`src/rtl/counter_seq_pkg.sv`:
```
`default_nettype none
// ----------------------------------------------------------------------------
// counter_seq_pkg: shared state, mode and direction encodings. Rev 1.0
// ----------------------------------------------------------------------------
package counter_seq_pkg;

  typedef logic [1:0] state_t;

  localparam state_t ST_IDLE = 2'b00;
  localparam state_t ST_RUN  = 2'b01;
  localparam state_t ST_DONE = 2'b10;

  localparam logic MODE_ONESHOT  = 1'b0;
  localparam logic MODE_PERIODIC = 1'b1;

  localparam logic DIR_DOWN = 1'b0;
  localparam logic DIR_UP   = 1'b1;

endpackage
`default_nettype wire

```
`src/rtl/counter_seq_ctrl_core.sv`:
```
`default_nettype none
// ----------------------------------------------------------------------------
// counter_core: loadable up/down count register, load has priority over en. Rev 1.0
// ----------------------------------------------------------------------------
module counter_core #(
  parameter int WIDTH = 8
) (
  input  logic             clk,
  input  logic             rst,
  input  logic             load,
  input  logic [WIDTH-1:0] load_val,
  input  logic             en,
  input  logic             up,
  output logic [WIDTH-1:0] count
);

  localparam logic [WIDTH-1:0] c_one = {{(WIDTH-1){1'b0}}, 1'b1};

  logic [WIDTH-1:0] count_q;

  always_ff @(posedge clk) begin
    if (!rst) begin
      count_q <= '0;
    end else if (load) begin
      count_q <= load_val;
    end else if (en) begin
      count_q <= up ? (count_q + c_one) : (count_q - c_one);
    end
  end

  assign count = count_q;

endmodule
`default_nettype wire

```
`src/rtl/counter_seq_ctrl.sv`:
```
`default_nettype none
// ----------------------------------------------------------------------------
// counter_seq_ctrl: start/stop sequencer with terminal-count flagging. Rev 1.0
// ----------------------------------------------------------------------------
module counter_seq_ctrl
  import counter_seq_pkg::*;
#(
  parameter int WIDTH = 8
) (
  input  logic             clk,
  input  logic             rst,
  input  logic             start,
  input  logic             stop,
  input  logic             mode,
  input  logic             dir,
  input  logic [WIDTH-1:0] load_val,
  output logic [WIDTH-1:0] count,
  output logic             busy,
  output logic             tc_pulse,
  output logic             done
);

  localparam logic [WIDTH-1:0] c_one = {{(WIDTH-1){1'b0}}, 1'b1};

  state_t           state_q, state_d;
  logic [WIDTH-1:0] lim_q, lim_d;
  logic             mode_q, mode_d;
  logic             up_q, up_d;
  logic             busy_q, busy_d;
  logic             tc_q, tc_d;
  logic             done_q, done_d;

  logic             w_load;
  logic             w_en;
  logic [WIDTH-1:0] w_load_val;
  logic [WIDTH-1:0] w_count;
  logic [WIDTH-1:0] w_count_d;
  logic [WIDTH-1:0] w_term;
  logic             w_at_term;

  assign w_term    = (up_q == DIR_UP) ? lim_q : '0;
  assign w_at_term = (w_count == w_term);

  always_comb begin
    state_d    = state_q;
    lim_d      = lim_q;
    mode_d     = mode_q;
    up_d       = up_q;
    busy_d     = busy_q;
    done_d     = done_q;
    w_load     = 1'b0;
    w_en       = 1'b0;
    w_load_val = (up_q == DIR_UP) ? '0 : lim_q;

    case (state_q)
      ST_IDLE, ST_DONE: begin
        if (stop) begin
          state_d = ST_IDLE;
          busy_d  = 1'b0;
          done_d  = 1'b0;
        end else if (start) begin
          lim_d      = load_val;
          mode_d     = mode;
          up_d       = dir;
          w_load     = 1'b1;
          w_load_val = (dir == DIR_UP) ? '0 : load_val;
          state_d    = ST_RUN;
          busy_d     = 1'b1;
          done_d     = 1'b0;
        end
      end
      ST_RUN: begin
        if (stop) begin
          state_d = ST_IDLE;
          busy_d  = 1'b0;
          done_d  = 1'b0;
        end else if (w_at_term) begin
          if (mode_q == MODE_PERIODIC) begin
            w_load = 1'b1;
          end else begin
            state_d = ST_DONE;
            busy_d  = 1'b0;
            done_d  = 1'b1;
          end
        end else begin
          w_en = 1'b1;
        end
      end
      default: begin
        state_d = ST_IDLE;
        busy_d  = 1'b0;
        done_d  = 1'b0;
      end
    endcase
  end

  // Look ahead at the post-edge count so tc_pulse lines up with count==T.
  always_comb begin
    if (w_load) begin
      w_count_d = w_load_val;
    end else if (w_en) begin
      w_count_d = (up_q == DIR_UP) ? (w_count + c_one) : (w_count - c_one);
    end else begin
      w_count_d = w_count;
    end
    tc_d = (state_d == ST_RUN) &&
           (w_count_d == ((up_d == DIR_UP) ? lim_d : '0));
  end

  always_ff @(posedge clk) begin
    if (!rst) begin
      state_q <= ST_IDLE;
      lim_q   <= '0;
      mode_q  <= MODE_ONESHOT;
      up_q    <= DIR_DOWN;
      busy_q  <= 1'b0;
      tc_q    <= 1'b0;
      done_q  <= 1'b0;
    end else begin
      state_q <= state_d;
      lim_q   <= lim_d;
      mode_q  <= mode_d;
      up_q    <= up_d;
      busy_q  <= busy_d;
      tc_q    <= tc_d;
      done_q  <= done_d;
    end
  end

  counter_core #(
    .WIDTH (WIDTH)
  ) u_core (
    .clk      (clk),
    .rst      (rst),
    .load     (w_load),
    .load_val (w_load_val),
    .en       (w_en),
    .up       (up_q),
    .count    (w_count)
  );

  assign count    = w_count;
  assign busy     = busy_q;
  assign tc_pulse = tc_q;
  assign done     = done_q;

endmodule
`default_nettype wire

```
`config.mk`:
```
export PLATFORM = sky130hd
export DESIGN_NAME = counter_seq_ctrl
export DESIGN_NICKNAME = d
export VERILOG_FILES = /design/src/rtl/counter_seq_pkg.sv /design/src/rtl/counter_seq_ctrl_core.sv /design/src/rtl/counter_seq_ctrl.sv
export SDC_FILE = /design/constraint.sdc
export NUM_CORES = 1
export LEC_CHECK = 0
export CORE_MARGIN = 3
export CORE_UTILIZATION = 28
export CTS_CLUSTER_DIAMETER = 200
export DETAILED_ROUTE_END_ITERATION = 10
export HOLD_SLACK_MARGIN = 0.12
export PLACE_DENSITY = 0.52
export RECOVER_POWER = 50
export SKIP_CTS_REPAIR_TIMING = 1
export SLEW_MARGIN = 20
export SYNTH_ARGS = -nofsm -noshare
export SYNTH_HDL_FRONTEND = slang
export SYNTH_SLANG_ARGS = --single-unit
```
`constraint.sdc`:
```
create_clock -name clk -period 6.86 [get_ports clk]
set_input_delay 1.372 -clock clk [delete_from_list [all_inputs] [get_ports clk]]
set_output_delay 1.372 -clock clk [all_outputs]
set_load 0.01 [all_outputs]
```
Fig. 1: run 1, M1 wires
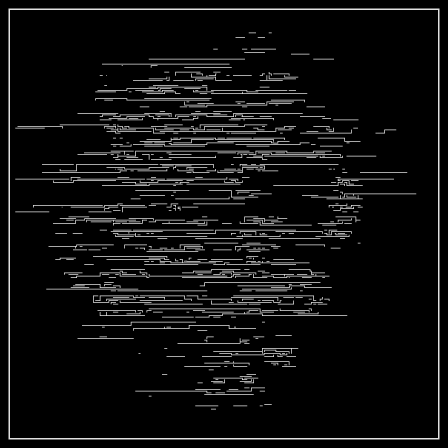
longest straight run = 26.2 um
main direction = horizontal
nets with wire on the layer = 267
met1 Track Usage GR: 0.225
count of vias placed by the detailed router: 1909
aggregate routed wire length: 5760 um

Fig. 2: run 1, the metal 2 layer
Bar = 20 um. Cells faint in the background.
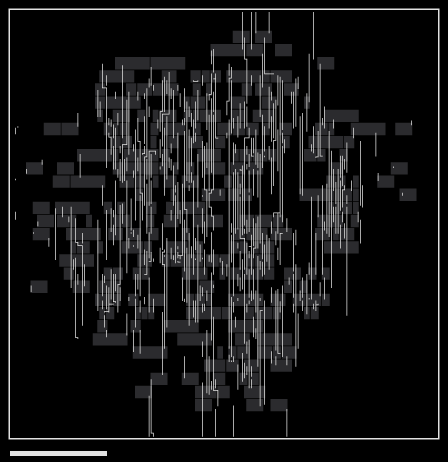
longest straight run = 47.3 um
nets with wire on the layer = 232
met2 track demand over resource in global routing: 0.239

Fig. 3: run 1, signal wires on met3
Bar = 20 um.
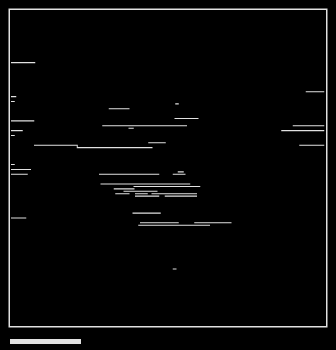
nets with wire on the layer = 32
main direction = horizontal

Fig. 4: run 1, congestion heat map
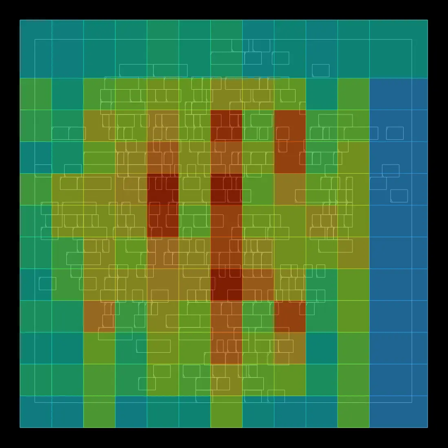
most used routing layer: met2
Core Util, Final: 0.347

==> run summary, run 1 <==
Results of the run.

The final antenna diode tally reported by the flow is 0. The via count of the first global-routing pass is 1788. The maximum clock skew at final layout is 0.00426 ns. The tally of filler cells in the layout is 702.

After detailed placement, the total cell area comes to roughly 2200 um^2. Per the detail_route report, routed wire per instance is around 17 um. The sink of the worst hold path is busy$_SDFFE_PN0P_. In the synthesized netlist, the number of instances is 244. The script extracted a net switching power of 0.000145 W. The final report lists the setup-violating endpoint count as 0. The clock network power is just under 0.00009 W. Counting both buffers and inverters, the worst setup path holds a total of 2.

The worst reg-to-reg setup slack is 2.97 ns. The master cell of the clock root buffer is clkbuf_8. The element type at the critical path start is a primary input. The count of final max-slew check failures is 0. Of the cells placed in the final design, the portion with a size suffix greater than 1 is 0.0725. For this run the aggregate overflow at the end of global routing stands at 0. The run finished with clean final reports. The clock latency at the later pin of the worst-skew pair is between 0.2 and 0.3 ns. In the final design database the tool counted 284 nets. The worst setup timing slack at the placement stage is about 2.5 ns.

The adder and majority cell fraction of the synthesized area is 0.0499. The initial utilization of the core area, before any placement, comes to 0.295. The critical-path cell with the highest stage delay is clkbuf_1. Power attributed to combinational cells is 0.000143 W. In this run the top signal layer used is met4.
Fig. 5: run 1, layout detail
Bar = 5 um. Region (12, 56) to (32, 76) um. Cells in gray, sequential cells in the stronger gray; small squares are vias.
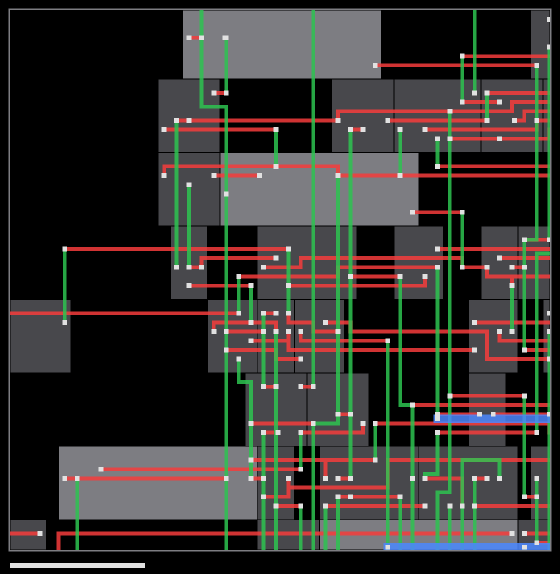

--- run 2 (diff from run 1) ---
PLACE_DENSITY = 0.54   (was 0.52)
clock period = 4.1 ns   (was 6.86 ns; I/O delays follow)
Fig. 6: run 2, layout detail
Bar = 5 um. Region (12, 56) to (32, 76) um. Cells in gray, sequential cells in the stronger gray; small squares are vias.
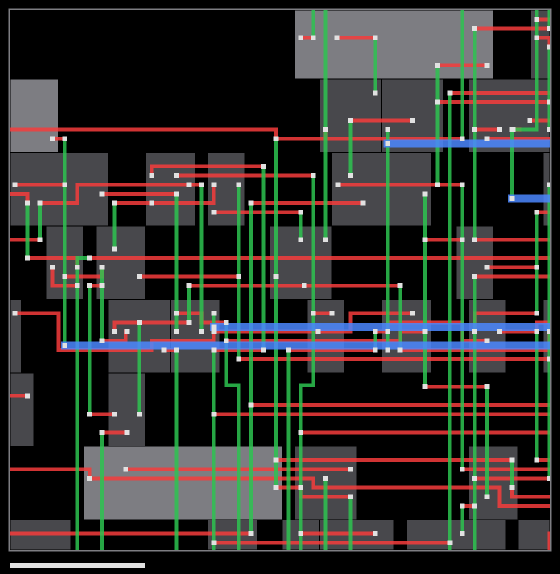
met1 -> red
met2 -> green
met3 -> blue
sequential cells in the window = 2
cells with their middle in the window = 21
netlist names of flops here include = lim_q (1), u_core.count (1)
most frequent = nor2_1 (3)

Fig. 7: run 2, signal wires on met3
Bar = 20 um.
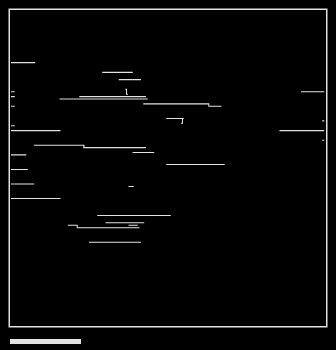
share of all routed wire = 4.8%
longest straight run = 24.4 um

==> run 2 against run 1 <==
Compared with the run above:
- cell count grew 1.2%
- synthesized cell count is the same
- core utilization grew 0.33 points
- clock-buffer cell count grew 1
- clock power grew 71%
- flip-flop count is the same
- non-clock buffer count grew 4
- sequential power grew 68%
- worst setup slack lost 1.5 ns
- clock skew shrank 0.00068 ns
- area after synthesis is the same
- critical path type is now flip-flop to flip-flop
- largest cell class unchanged
- highest routed layer unchanged
==> run summary, run 2 <==
Results of the run.

The maximum clock skew at final layout is 0.00358 ns. The repair_antennas step left the layout with diodes totalling 0. In the post-route report, total wirelength is listed as around 5800 um. The sink of the worst hold path is busy$_SDFFE_PN0P_. The final report lists the setup-violating endpoint count as 0. The skew report gives the latency at the later pin of the worst-skew pair as 0.27 ns. The overall global routing resource usage is 0.156. For reference, the top cells by area after synthesis are dfxtp_1, a21oi_1, nand2_1, nand3_1, xor2_1. The share of the core filled by cells before placement is 0.295. The fraction of met2 tracks used by global routing is 0.255. In this run, power in the clock network comes to roughly 0.00015 W. The final cell area excluding filler cells is 2260 um^2. The iteration count recorded for the first detailed-route pass is 4.

Global routing finished with a remaining overflow of 0. The average detailed-routed wire length per instance is between 15 and 20 um. The switching component of the power is 0.000244 W. The gate count of the mapped netlist is approximately 240. The final-layout non-clock buffer area share is 0.118. The utilization after layout is 0.350. Per the post-place timing report, worst setup slack is 0.563 ns. The worst-case reg-to-reg setup slack stands at 0.51 ns.

The highest layer used for signal routing is met4. STA classifies the critical path startpoint as a flip-flop. The worst hold margin is 0.491 ns. The met1 track demand over resource in global routing is 0.220. The critical-path cell with the highest stage delay is dfxtp_1. The tally of filler cells in the layout is 706.

The flow reports power dissipated in combinational cells as 0.000239 W. Once placement finished, the instance area stood at 2230 um^2. The buffers plus inverters on the worst setup path is 1. The fraction of layout cells with a size suffix above 1 is 0.0752. The master cell of the clock root buffer is clkbuf_8. The count of final max-slew check failures is 0. The layer carrying the most global-route usage is met2. The via count of the first global-routing pass came to about 1900. The reg-to-reg critical path startpoint is up_q$_SDFF_PN0_. The flow ran to the end, and the final reports show no timing, DRC or antenna violations.

The adder and majority cell fraction of the synthesized area is 0.0499. The post-layout net count is 288.
Fig. 8: run 2, congestion heat map
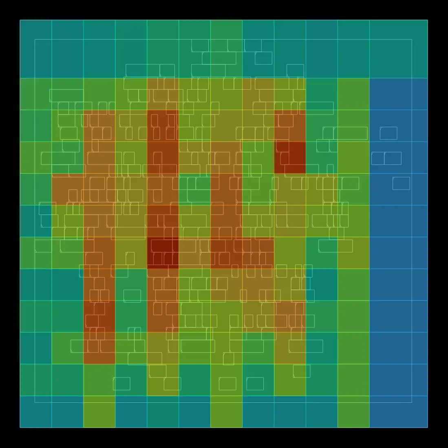

--- run 3 (diff from run 2) ---
CORE_MARGIN = default   (was 3)
Fig. 9: run 3, congestion heat map
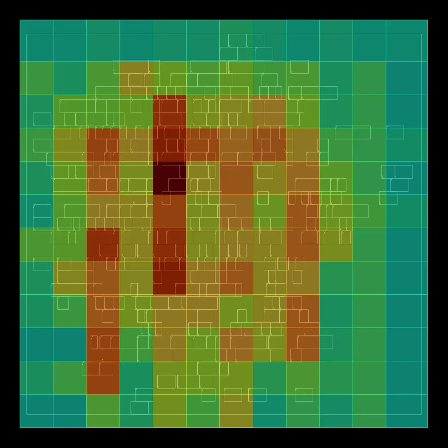
met1 Track Usage GR: 0.233
post-DR wirelength/cell: 16.8 um
Core Util, Final: 0.353

==> run 3 against run 2 <==
Compared with the run above:
- hold slack better by 0.0085 ns
- highest routed layer unchanged
- clock-buffer cell count down 1
- critical path depth down 2
- total power up 1.7%
==> run summary, run 3 <==
Results of the run.

The run finished with clean final reports. The layout multi-input combinational cell count is 204. The number of routed nets with antenna violations is 0. The adder and majority cell fraction of the synthesized area is 0.0499. The number of buffers and inverters on the critical path is 1.

The non-clock buffer instance count of the final layout is 31. The clock network power is 0.000158 W. Per the final report, max-transition violations number 0. The gate count of the mapped netlist is approximately 240. Traced cell by cell, the critical path runs through dlygate4sd3_1 > nor2_1 > and2_0 > o31a_1 > nor3_1 > a2111oi_1 > nor2_1 > a2111oi_1 > and4_1. The maximum clock skew at final layout is 0.00562 ns. The ratio of total power to cell area is slightly below 300 nW/um^2. The flow reports power dissipated in combinational cells as about 0.00025 W.

For this run, the script counts the antenna cells in the layout as 0. The worst setup path is launched from a primary input. In the per-layer breakdown of the detailed-route log, met1 shows 2740 um. The die outline height is around 85 um. Across every metal layer, demand over resource in global routing totals 0.173. Leaving out fill and tap cells, the most frequent cells in the layout are nand2_1, dfxtp_1, a21oi_1. In the final layout, the share of cells above drive strength 1 is 0.0858. Clock tree synthesis selected as its root buffer the cell clkbuf_8. Routing resource usage on met2 recorded by global route was 0.290. The synthesis report lists the most area-consuming cells as dfxtp_1, a21oi_1, nand2_1, nand3_1, xor2_1. Timing analysis after detailed placement gives a worst setup slack of approximately 0.60 ns.

The layout has 703 filler cells. The final global-route overflow total is 0. The initial utilization of the core area, before any placement, comes to 0.295. The critical-path cell with the highest stage delay is a2111oi_1.

For hold timing, the worst endpoint is busy$_SDFFE_PN0P_. The last timing report of the flow puts the setup violation total at 0. The fraction of the yosys area taken by sequential cells is 0.241.

The final cell area excluding filler cells is 2280 um^2. The net count of the finished layout is 290. In the log, the iteration count for the first detailed-route pass is 4.

The area taken by flip-flops and latches is 460 um^2. The power report lists cell-internal power as between 0.0004 and 0.0005 W. For this design the total switching power over the nets is 0.000254 W. Measured on the final layout, buffering overhead outside the clock network stands at 0.125. On the final layout, the worst hold slack is 0.500 ns.

The multi-input combinational cells in the finished layout cover a total of around 1400 um^2. The clock latency at the later pin of the worst-skew pair is 0.29 ns. The launch point of the worst min-delay path is recorded as busy$_SDFFE_PN0P_. Signal routing reaches up to met4.

The total placed instance area is 2240 um^2. In this run the critical register-to-register path is launched from u_core.count[0]$_SDFF_PN0_. In the finished design, the share of the clock period the worst path needs comes to 0.862.

The via count of the first global-routing pass is between 1500 and 2000. The HPWL after detailed placement is 4330 um. The worst reg-to-reg setup slack is 0.95 ns. Global routing put the most usage on met2.
Fig. 10: run 3, signal wires on met3
Bar = 20 um.
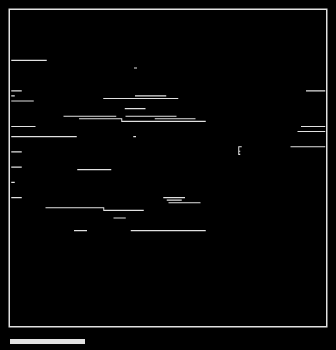
share of all routed wire = 4.6%
wire length on this layer = 265 um
main direction = horizontal
nets with wire on the layer = 28
met3 track demand over resource in global routing: 0.0206
count of vias placed by the detailed router: 1943
aggregate routed wire length: 5810 um

Power is estimated from default activity; no workload was simulated.
